Design attempt_lockout_controller, sky130hd; sources not shown.
### Floorplan with the power grid, run 1

Scale bar: 50 um. Pins as bars on the die edge.
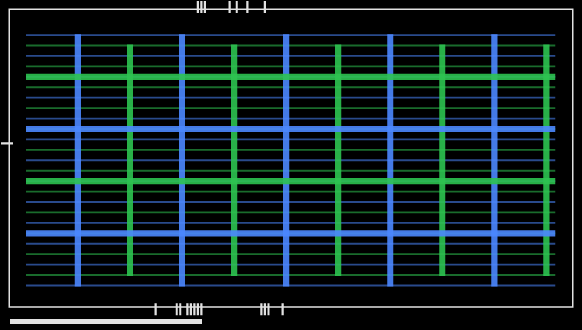
[blue] VSS
[green] VDD
signal pins: 20
met4 straps: 10
met1 rails: 25
met5 straps: 4
rows: 24
DIE HEIGHT: 77.26 um
horizontal extent of the die: 146.5 um
Core Footprint: 9009 um^2

### Wires at chosen ports, followed through buffers, run 1

Scale bar: 50 um.
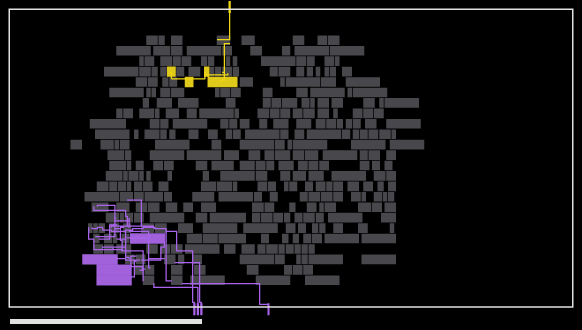
[yellow] `check_req` | bits: 1 | direction: input | edge: top | end cells: 4 | buffers: 2 | wire: 42.3 um
[purple] `remain_ones` | bits: 4 | direction: output | edge: bottom | end cells: 4 | buffers: 8 | wire: 307 um
count of input and output buffers: 19
number of primary I/O pins: 20

### Cell area per tile, run 1

Scale bar: 50 um. The die is cut into 15 by 8 equal tiles; black is low, pale yellow is high, 0 to 100% covered.
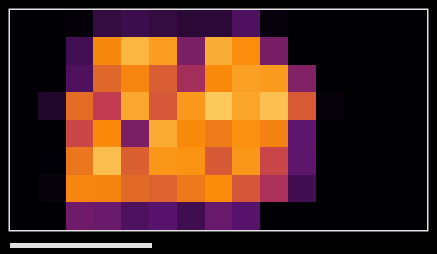
emptiest ninth of the die: upper right
tiles over 75% full: 14%
fullest tile: 88%
mean over tiles: 30%
starting density of the core: 26.62%
utilization after layout: 39.68%

==> job_summary.md, run 1 <==
### Metrics collected by this job

| Metric | Value |
|---|---|
| Run status | finished, violations left |
| Failing checks | setup timing |
| Setup violations, final | 38 |
| Clock network area share | just under 4% |
| Non-clock buffer share | 22.96% |
| Required time at the endpoint of the critical path | 1920 ps |
| Count of flip-flops with a built-in enable after synthesis | 0 |
| Antenna Nets Post-Route | 0 |
| Sequential share of cell area | between 30% and 40% |
| CTS Hold Buffers Added | 0 |
| Final setup skew | between 6 and 7 ps |
| Mean routed wirelength per cell | between 10 and 15 um |
| Drt pass-1 iters | 4 |
| Fraction of area in multi-input gates | a little under two fifths |
| Largest incremental delay on the critical path | roughly 430 ps |
| Count of flip-flops and latches | 43 |
| Worst setup slack for register-to-register paths | -240 ps |
| Final wirelength | between 6000 and 7000 um |
| Number of non-clock buffers in the layout | between 90 and 100 |
| Fraction of post-synthesis cell area in the top cell type by area | about 44% |
| Layout cells sized above 1 | ~36% |
| Cell Pwr Density | around 1000 nW/um^2 |
| Final Hold Fails | 0 |
| Clock insertion delay at the later pin of the skew report | 280 ps |
| Post-Syn Area | between 2000 and 2500 um^2 |
| Top Metal Used | met4 |
| Number of cells on the critical path | 5 |
| Post-route setup slack | -235.1 ps |
| Post-synthesis register bit count | 43 |
| Routed via count divided by cell count | 5.037 |
| Number of antenna violations at the first check in global routing | 0 |
| Startpoint class of the critical path | flip-flop |
| Total die area | 11320 um^2 |
| Violation count after the first detailed-route iteration | around 120 |
| Post-Syn Nets | approximately 270 |
| CP delay by family, top | simple AND/OR/NAND/NOR gates |
| Crit Path Max Fanout | 7 |
| Largest net degree at the start of global routing | 44 |
| Root Buffer | sky130_fd_sc_hd__clkbuf_16 |
| Final nets | around 360 |
| Fin. max-slew vios | 0 |
| Warning total across the stage logs | 30 |
| Warnings from Yosys | 0 |
| Mean Syn Cell Area | between 9 and 10 um^2 |
| Routed vias | roughly 2300 |
| Cells taking the most area after synthesis | sky130_fd_sc_hd__dfrtp_1 (44%), sky130_fd_sc_hd__xnor2_1 (5.8%), sky130_fd_sc_hd__nor2_1 (3.9%) |
| Worst Setup End Kind | flip-flop |
## run 1: cells in the final DEF, fill, tap and decap left out, drive strengths merged, types with 2 or more instances in the layout
master / instances
or3: 12
xnor2: 16
nor2b: 4
nor3b: 2
and4: 5
nor2: 25
clkdlybuf4s50: 4
a211o: 3
a21oi: 13
dfrtp: 42
nand3: 10
inv: 5
or2: 2
o211ai: 2
nand4: 6
o21ai: 16
ha: 4
buf: 78
nand2b: 3
nor4b: 5
nor4: 15
or4: 6
dlygate4sd2: 14
a21o: 2
and3: 2
nor3: 5
clkbuf: 7
nand2: 20
## run 1: cells by family after synthesis
logic type / Yosys count / share of synthesized area [%]
adder cells (fa/ha/maj): 4 / 2.087
buffers and inverters: 19 / 3.391
flip-flops: 43 / 44.91
XOR/XNOR: 17 / 6.207
AND-OR/OR-AND: 47 / 12.62
AND/OR/NAND/NOR: 126 / 30.36
multiplexers: 1 / 0.4173
## run 1: what timing repair did
item | 4_1_cts | 5_1_grt
buffers inserted | 2 | 3
endpoints found under the setup margin | 55 | 41
resized | 31 | 22
pin swaps | 7 | 6
cloned | 0 | 2
## run 1: report_power, final
| part | internal (uW) | switching (uW) |
|---|---|---|
| clock | 527 | 378 |
| sequential | 1110 | 83.8 |
| combinational | 777 | 823 |
| total | 2410 | 1280 |
## run 1: per-layer routing
metal / GRT usage [%] / vias up
li1: - / 1129
met1: 14.98 / 1154
met2: 20.33 / 53
met3: 1.413 / 6
met4: 3.659 / 0
met5: 0 / -
## run 1: per-stage QoR
step / cell area [um^2] / std cells / power (uW)
after floorplan: 2481 / 257 / 1922
after global placement: 3246 / 450 / 2520
after detailed placement: 3246 / 450 / 2568
after CTS: 3452 / 460 / 3532
after global routing: 3575 / 465 / 3920
final: 3575 / 465 / 3694
==> run 2, diff against run 1 <==
--- a/config.mk
+++ b/config.mk
@@ -11,7 +11,7 @@
 export CTS_CLUSTER_SIZE = 12
 export DETAILED_ROUTE_END_ITERATION = 10
 export SETUP_SLACK_MARGIN = 0.3
-export SLEW_MARGIN = 10
+export SLEW_MARGIN = 0
 export SYNTH_ARGS = -nofsm -noshare
 export SYNTH_HDL_FRONTEND = slang
 export SYNTH_SLANG_ARGS = --single-unit
### Cell area per tile, run 2

Scale bar: 50 um. The die is cut into 15 by 8 equal tiles; black is low, pale yellow is high, 0 to 100% covered.
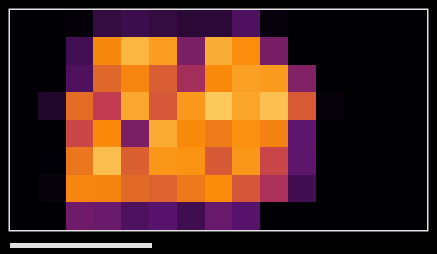
nearly empty tiles: 44%
emptiest ninth of the die: upper right
fullest tile: 88%
mean over tiles: 30%
densest ninth of the die: center

### Placed cells, one color a class, run 2

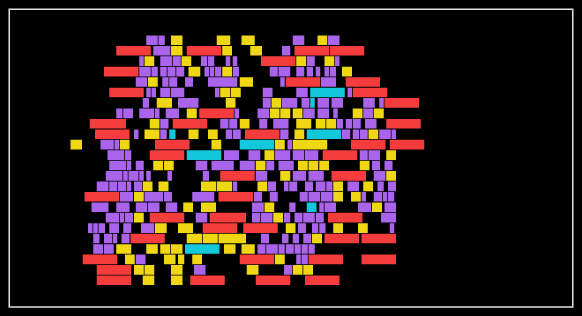
[yellow] remaining buffers and delay cells | cells: 97 | share of their area: 24%
[cyan] clock drivers and dummy loads | cells: 8 | share of their area: 4.1%
[purple] combinational and other logic | cells: 200 | share of their area: 40%
[red] sequential cells | cells: 43 | share of their area: 31%
row count: 24
sequential share of cell area: 30.17%
Non-Filler Cell Area, Final: 3575 um^2

==> run 2 against run 1 <==
Count of clock-buffer cells in the layout did not move. Largest cell class unchanged. Global-route usage stayed put. The run still ends with setup timing left. Register-to-register slack about the same. Die area stayed put. Critical path type unchanged. Clock skew unchanged. Worst hold slack unchanged. First-iteration DRC count unchanged.
==> job_summary.md, run 2 <==
### Metrics collected by this job

| Metric | Value |
|---|---|
| Run status | finished, violations left |
| Failing checks | setup timing |
| Min Hold Slack | between 50 and 60 ps |
| Number of antenna violations at the first check in global routing | 0 (unchanged) |
| Cells after synthesis | about 260 |
| Starting density of the core | 26.62% (unchanged) |
| Antenna Nets Post-Route | 0 (unchanged) |
| CP delay by family, top | simple AND/OR/NAND/NOR gates |
| Number of primary I/O pins | 20 (unchanged) |
| Largest net degree at the start of global routing | 44 (unchanged) |
| Max IR drop VDD | between 0.4 and 0.5 mV |
| Minimum setup slack after placement | -408.5 ps |
| Largest incremental delay on the critical path | 430 ps (about the same) |
| Drt pass-1 iters | 4 (unchanged) |
| Post-Syn Area | 2399 um^2 (unchanged) |
| Count of flip-flops with a built-in enable after synthesis | 0 (unchanged) |
| Clock insertion delay at the later pin of the skew report | 280 ps (about the same) |
| Final wirelength | 6701 um (unchanged) |
| Cells taking the most area after synthesis | sky130_fd_sc_hd__dfrtp_1 (44%), sky130_fd_sc_hd__xnor2_1 (5.8%), sky130_fd_sc_hd__nor2_1 (3.9%) |
| Utilization after layout | 39.68% (unchanged) |
| Crit Path Max Fanout | 7 (unchanged) |
| Final setup skew | 6.508 ps (unchanged) |
| Number of cells on the critical path | 5 (unchanged) |
| Root Buffer | sky130_fd_sc_hd__clkbuf_16 |
| Layout cells sized above 1 | 35.92% (unchanged) |
| Mean Syn Cell Area | 9.333 um^2 (unchanged) |
| List of cells traversed by the critical path | nor4_1 > nand4_1 > or3_4 > a211o_1 > a211o_1 |
| Post-route setup slack | -235.1 ps (unchanged) |
| Post-synthesis register bit count | 43 (unchanged) |
| Warning total across the stage logs | 30 (unchanged) |
| Final nets | 356 (unchanged) |
| Post-synthesis cell count from yosys | 257 |
| Routed via count divided by cell count | 5.037 (unchanged) |
| Post-Syn Nets | 266 (unchanged) |
| Warnings from Yosys | 0 (unchanged) |
| Startpoint class of the critical path | flip-flop |
| Final Hold Fails | 0 (unchanged) |
| Worst Setup End Kind | flip-flop |
| Count of input and output buffers | 19 (unchanged) |
| Core Footprint | 9009 um^2 (unchanged) |
| Detailed placer's ending HPWL | 4760 um |
| Antenna diode instance count | 0 |
| CTS Hold Buffers Added | 0 (unchanged) |
| Fin. max-slew vios | 0 (unchanged) |
| Part of the Yosys area used for sequential elements | approximately 45% |
| Total placed instance area | 3246 um^2 (unchanged) |
| Most numerous logic cells after layout | sky130_fd_sc_hd__buf_4 (66), sky130_fd_sc_hd__dfrtp_1 (41), sky130_fd_sc_hd__nand2_1 (18) |
| Violation count after the first detailed-route iteration | 122 (unchanged) |
| Fraction of post-synthesis cell area in the top cell type by area | 43.82% (unchanged) |
| Total die area | 11320 um^2 (unchanged) |
| Required time at the endpoint of the critical path | 1920 ps (about the same) |
| Setup violations, final | 38 (unchanged) |
| Mean routed wirelength per cell | 14.41 um (unchanged) |
| Worst setup slack for register-to-register paths | -240 ps (about the same) |
| DIE HEIGHT | 77.26 um (unchanged) |
| Clock transition at the register clock pins on the worst setup and hold paths after CTS | approximately 60 ps |
| Top logic cell by instance count in the layout | sky130_fd_sc_hd__buf_4 |
| Horizontal extent of the die | 146.5 um (unchanged) |
### Wires at chosen ports, followed through buffers, run 2

Scale bar: 50 um.
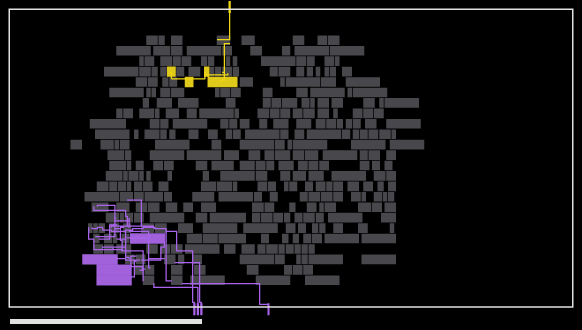
[yellow] `check_req` | bits: 1 | direction: input | edge: top | end cells: 4 | buffers: 2 | wire: 42.3 um
[purple] `remain_ones` | bits: 4 | direction: output | edge: bottom | end cells: 4 | buffers: 8 | wire: 307 um

==> run 2: cell counts in the layout (fill, tap and decap cells not counted) <==
Identical to the previous run, type by type.
==> run 2: power breakdown <==
| part | switching, uW | leakage (uW) | internal, uW |
|---|---|---|---|
| Combinational | 823 | 0.000925 | 777 |
| Sequential | 83.8 | 0.000565 | 1110 |
| Clock | 378 | 0.0000669 | 527 |
| Total | 1280 | 0.00156 | 2410 |
==> run 2: cell families after synthesis <==
| family | after synthesis | synth area share [%] |
|---|---|---|
| flops | 43 | 44.91 |
| simple gates | 126 | 30.36 |
| fa+ha+maj | 4 | 2.087 |
| mux | 1 | 0.4173 |
| xor+xnor | 17 | 6.207 |
| compound gates | 47 | 12.62 |
| buf+inv | 19 | 3.391 |
==> run 2: through the flow <==
step / setup TNS, ps / std cells / total power (uW)
5_1_grt: -8373 / 465 / 3920
2_1_floorplan: -997.5 / 257 / 1922
6_report: -6218 / 465 / 3694
3_3_place_gp: -8379 / 450 / 2520
3_5_place_dp: -8821 / 450 / 2568
4_1_cts: -5312 / 460 / 3532
==> run 2: what timing repair did <==
item	4_1_cts	5_1_grt
endpoints found under the setup margin	55	41
pin swaps	7	6
buffers inserted	2	3
gates cloned	0	2
resized	31	22
endpoints found under the hold margin	0	0
==> run 2: layout make-up <==
class	instances	area [um^2]	area share, %
clock buffer	6	128.9	3.605
inverter	5	18.77	0.5250
tap	117	146.4	4.095
sequential	43	1079	30.17
timing repair buffer	97	820.8	22.96
multi-input combinational	195	1369	38.29
clock inverter	2	12.51	0.3500
==> run 2: routing by layer <==
layer  wire length (um)  track usage (%)  up-vias  share of wire [%]
li1                   -                -     1129                  -
met5                  0                0        -                  0
met4                 72            3.659        0                1.1
met1               3025            14.98     1154                 45
met3                230            1.413        6                3.4
met2               3372            20.33       53                 50
No activity file was given, so power comes from the tool's default toggle rates.
